## config.mk

```make
export PLATFORM = sky130hd
export DESIGN_NAME = display_scan_flat
export DESIGN_NICKNAME = d
export VERILOG_FILES = /design/src/rtl/display_scan_if.sv /design/src/rtl/display_scan.sv /design/src/flat_wrapper.sv
export SDC_FILE = /design/constraint.sdc
export NUM_CORES = 1
export LEC_CHECK = 0
export ABC_AREA = 1
export ABC_CLOCK_PERIOD_IN_PS = 8950
export CAP_MARGIN = 5
export CORE_MARGIN = 1
export CORE_UTILIZATION = 57
export DETAILED_ROUTE_END_ITERATION = 10
export PLACE_DENSITY = 0.88
export SYNTH_ARGS = -nofsm -noshare
export SYNTH_HDL_FRONTEND = slang
export SYNTH_SLANG_ARGS = --single-unit
```

## constraint.sdc

```tcl
create_clock -name clk -period 8.95 [get_ports clk]
set_clock_uncertainty 0.15 [all_clocks]
set_input_delay 1.79 -clock clk [delete_from_list [all_inputs] [get_ports clk]]
set_output_delay 1.79 -clock clk [all_outputs]
set_load 0.03 [all_outputs]
```

## src/rtl/display_scan_if.sv

```systemverilog
`default_nettype none
// +----------------------------------------------------------------------+
// | display_scan_if : source operands and 7-segment pin bundle for       |
// |                   display_scan.                                      |
// | Revision 1.0                                                         |
// +----------------------------------------------------------------------+
interface display_scan_if;
  logic [15:0] save1;
  logic [15:0] save2;
  logic [15:0] res;
  logic [1:0]  disp_sel;
  logic [3:0]  an;
  logic [6:0]  seg;
  logic        dp;
  logic        frame_done;

  modport master (
    output save1, save2, res, disp_sel,
    input  an, seg, dp, frame_done
  );

  modport slave (
    input  save1, save2, res, disp_sel,
    output an, seg, dp, frame_done
  );
endinterface
`default_nettype wire

```

## src/rtl/display_scan.sv

```systemverilog
`default_nettype none
// +----------------------------------------------------------------------+
// | display_scan : per-frame snapshot of a 16-bit value, scanned as four |
// |                hex digits on a multiplexed active-low 7-seg display. |
// | Revision 1.0                                                         |
// +----------------------------------------------------------------------+
module display_scan #(
  parameter int CLK_DIV  = 50000,
  parameter bit BLANK_LZ = 1'b1
) (
  input  wire logic     clk,
  input  wire logic     rst,
  display_scan_if.slave bus
);

  localparam int         PW        = $clog2(CLK_DIV);
  localparam logic [PW-1:0] C_PMAX = PW'(CLK_DIV - 1);

  logic [PW-1:0] r_presc;
  logic [1:0]    r_idx;
  logic [15:0]   r_shadow;
  logic          r_blank_all;
  logic          r_is_res;
  logic          r_first;
  logic [3:0]    r_an;
  logic [6:0]    r_seg;
  logic          r_dp;
  logic          r_frame_done;

  logic          w_tick;
  logic          w_boundary;
  logic [1:0]    w_idx_nx;
  logic [15:0]   w_src;
  logic [15:0]   w_shadow_nx;
  logic          w_blank_all_nx;
  logic          w_is_res_nx;
  logic [3:0]    w_nib;
  logic          w_lz;
  logic [6:0]    w_seg_code;
  logic [3:0]    w_an_nx;
  logic [6:0]    w_seg_nx;
  logic          w_dp_nx;

  assign w_tick = (r_presc == C_PMAX);
  // The first tick after reset opens a frame regardless of where idx sits.
  assign w_boundary = w_tick && ((r_idx == 2'd0) || r_first);

  always_comb begin
    w_src = 16'h0000;
    case (bus.disp_sel)
      2'b00:   w_src = bus.save1;
      2'b01:   w_src = bus.save2;
      2'b10:   w_src = bus.res;
      default: w_src = 16'h0000;
    endcase
  end

  always_comb begin
    w_idx_nx       = w_boundary ? 2'd3 : (r_idx - 2'd1);
    w_shadow_nx    = w_boundary ? w_src : r_shadow;
    w_blank_all_nx = w_boundary ? (bus.disp_sel == 2'b11) : r_blank_all;
    w_is_res_nx    = w_boundary ? (bus.disp_sel == 2'b10) : r_is_res;
  end

  // Digit selection and leading-zero test use the values being loaded on this tick.
  always_comb begin
    w_nib = 4'h0;
    w_lz  = 1'b0;
    case (w_idx_nx)
      2'd3: begin
        w_nib = w_shadow_nx[15:12];
        w_lz  = (w_shadow_nx[15:12] == 4'h0);
      end
      2'd2: begin
        w_nib = w_shadow_nx[11:8];
        w_lz  = (w_shadow_nx[15:8] == 8'h00);
      end
      2'd1: begin
        w_nib = w_shadow_nx[7:4];
        w_lz  = (w_shadow_nx[15:4] == 12'h000);
      end
      default: begin
        w_nib = w_shadow_nx[3:0];
        w_lz  = 1'b0;
      end
    endcase
    if (!BLANK_LZ) begin
      w_lz = 1'b0;
    end
  end

  always_comb begin
    w_seg_code = 7'h7F;
    case (w_nib)
      4'h0: w_seg_code = 7'b1000000;
      4'h1: w_seg_code = 7'b1111001;
      4'h2: w_seg_code = 7'b0100100;
      4'h3: w_seg_code = 7'b0110000;
      4'h4: w_seg_code = 7'b0011001;
      4'h5: w_seg_code = 7'b0010010;
      4'h6: w_seg_code = 7'b0000010;
      4'h7: w_seg_code = 7'b1111000;
      4'h8: w_seg_code = 7'b0000000;
      4'h9: w_seg_code = 7'b0010000;
      4'hA: w_seg_code = 7'b0001000;
      4'hB: w_seg_code = 7'b0000011;
      4'hC: w_seg_code = 7'b1000110;
      4'hD: w_seg_code = 7'b0100001;
      4'hE: w_seg_code = 7'b0000110;
      default: w_seg_code = 7'b0001110;
    endcase
  end

  always_comb begin
    w_an_nx  = ~(4'b0001 << w_idx_nx);
    w_seg_nx = w_seg_code;
    w_dp_nx  = ~(w_is_res_nx && (w_idx_nx == 2'd0));
    if (w_blank_all_nx || w_lz) begin
      w_an_nx  = 4'hF;
      w_seg_nx = 7'h7F;
      w_dp_nx  = 1'b1;
    end
  end

  always_ff @(posedge clk or posedge rst) begin
    if (rst) begin
      r_presc      <= '0;
      r_idx        <= 2'd3;
      r_shadow     <= 16'h0000;
      r_blank_all  <= 1'b1;
      r_is_res     <= 1'b0;
      r_first      <= 1'b1;
      r_an         <= 4'hF;
      r_seg        <= 7'h7F;
      r_dp         <= 1'b1;
      r_frame_done <= 1'b0;
    end else begin
      r_presc      <= w_tick ? '0 : (r_presc + PW'(1));
      r_frame_done <= w_tick && (r_idx == 2'd0) && !r_first;
      if (w_tick) begin
        r_first     <= 1'b0;
        r_idx       <= w_idx_nx;
        r_shadow    <= w_shadow_nx;
        r_blank_all <= w_blank_all_nx;
        r_is_res    <= w_is_res_nx;
        r_an        <= w_an_nx;
        r_seg       <= w_seg_nx;
        r_dp        <= w_dp_nx;
      end
    end
  end

  assign bus.an         = r_an;
  assign bus.seg        = r_seg;
  assign bus.dp         = r_dp;
  assign bus.frame_done = r_frame_done;

endmodule
`default_nettype wire

```

## src/flat_wrapper.sv

```systemverilog
// flat-port wrapper written by rule: the top's interface ports become plain ports
module display_scan_flat 
#(
  parameter int CLK_DIV  = 50000,
  parameter bit BLANK_LZ = 1'b1
)
  (clk, rst, bus_save1, bus_save2, bus_res, bus_disp_sel, bus_an, bus_seg, bus_dp, bus_frame_done);
  display_scan_if bus_i ();
  input  wire logic clk;
  input  wire logic rst;
  input wire logic [$bits(bus_i.save1)-1:0] bus_save1;
  input wire logic [$bits(bus_i.save2)-1:0] bus_save2;
  input wire logic [$bits(bus_i.res)-1:0] bus_res;
  input wire logic [$bits(bus_i.disp_sel)-1:0] bus_disp_sel;
  output wire logic [$bits(bus_i.an)-1:0] bus_an;
  output wire logic [$bits(bus_i.seg)-1:0] bus_seg;
  output wire logic [$bits(bus_i.dp)-1:0] bus_dp;
  output wire logic [$bits(bus_i.frame_done)-1:0] bus_frame_done;
  assign bus_i.save1 = bus_save1;
  assign bus_i.save2 = bus_save2;
  assign bus_i.res = bus_res;
  assign bus_i.disp_sel = bus_disp_sel;
  assign bus_an = bus_i.an;
  assign bus_seg = bus_i.seg;
  assign bus_dp = bus_i.dp;
  assign bus_frame_done = bus_i.frame_done;
  display_scan #(.CLK_DIV(CLK_DIV), .BLANK_LZ(BLANK_LZ)) u_core (.clk(clk), .rst(rst), .bus(bus_i));
endmodule
```

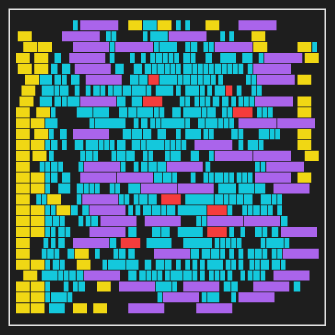
(cell classes on the final placement)
Drawn at 4 px/um.
colour	class	cells
red	clock drivers and dummy loads	8
yellow	remaining buffers and delay cells	64
purple	registers	50
cyan	remaining logic cells	378

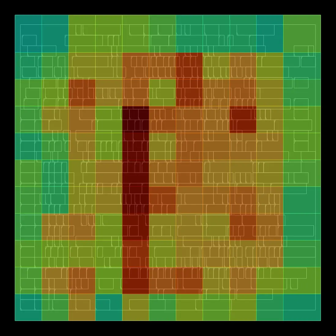
(routing congestion map)
GRT busiest layer: met2
met2 Use GR: 47.39%
Final Core Density: 73.38%

==> flow_summary.json <==
{
  "status": "completed",
  "seqCellArea_um2": 1271,
  "pin_count": 65,
  "postCtsSetupRepairBufs": 0,
  "synthSimpleGateAreaFrac_pct": 41.05,
  "io_buffers": 64,
  "cp.arrival_ps": 4140,
  "place_area_um2": 3995,
  "chip_area_um2": 6183,
  "comb_share_pct": 43.41,
  "dr_wl_met3_um": 443,
  "yosysUniqueCellTypes": 38,
  "cts_buffers": 5,
  "finalPower_mw": 0.4061,
  "nMultiInputCombCells": 320,
  "seqAreaFraction_pct": 31.08,
  "wl_per_cell_um": 13.17,
  "grt_pass1_vias": 3041,
  "grt_use_total_pct": 27.44,
  "final_common_cell": "nand2_1",
  "n_antenna_cell": 0,
  "fin_area_um2": 4090,
  "crit_chain": "clkdlybuf4s50_1 -> inv_2 -> nor2_4 -> nand2_1 -> nand3_1 -> nand2_2 -> nand2_4 -> nand2_2 -> nand3_2 -> nand2_2 -> ha_1 -> nand4_1 -> nor2_1 -> nor2_1 -> nand3_1 -> nor2_1 -> nor2_1",
  "clock_cell_area_share_pct": 2.325,
  "postSynthSeqShare_pct": 37.98,
  "place_congestion": 0.9843,
  "cp_common_cell": "nor2_1",
  "cp.required_ps": 9040,
  "cts_hold_buf": 0,
  "top_cells_by_count": "nand2_1, inv_1, nor2_1, dfrtp_1, nand3_1",
  "synthXorXnorAreaFrac_pct": 0.7850,
  "syn_to_final_growth_pct": 22.21,
  "drive_above_1_share_pct": 16.20,
  "synth.top_cell.area_share_pct": 25.42,
  "final_cells": 572,
  "met1_usage_pct": 34.91,
  "seq_power_share_pct": 55.7,
  "pg_comb_mw": 0.0408,
  "cts_root_buf": "clkbuf_8",
  "cts-resized-gates": 0,
  "grt-ovfl-total": 0,
  "cts.sinks": 50,
  "max-clock-path-buffers": 2,
  "powerDensity_nw_per_um2": 99.28,
  "comb_power_share_pct": 10.0,
  "critical_path.endpoint_type": "flip-flop",
  "drcViolationCount": 0,
  "crit_start": "bus_disp_sel[1]",
  "highest_layer": "met4",
  "grt_pass1_wl_um": 13380,
  "powerClk_mw": 0.139,
  "n_all_buffers": 64,
  "crit_path_top_delay_cell": "clkdlybuf4s50_1",
  "drt-initial-drc-count": 246,
  "syn_area_per_cell_um2": 7.624,
  "routed_wirelength_um": 7531,
  "inv_count": 58,
  "fin_crit_sh_pct": 45.21,
  "grt_max_degree": 51,
  "min-delay-start": "u_core.r_presc[0]",
  "crit_fanout": 16,
  "die_x_um": 78.63,
  "ys_ff": 50,
  "min_period_ps": 4046,
  "r2r-end": "u_core.bus.seg[5]",
  "clock.fmax_mhz": 247.2,
  "seq_cells": 50
}
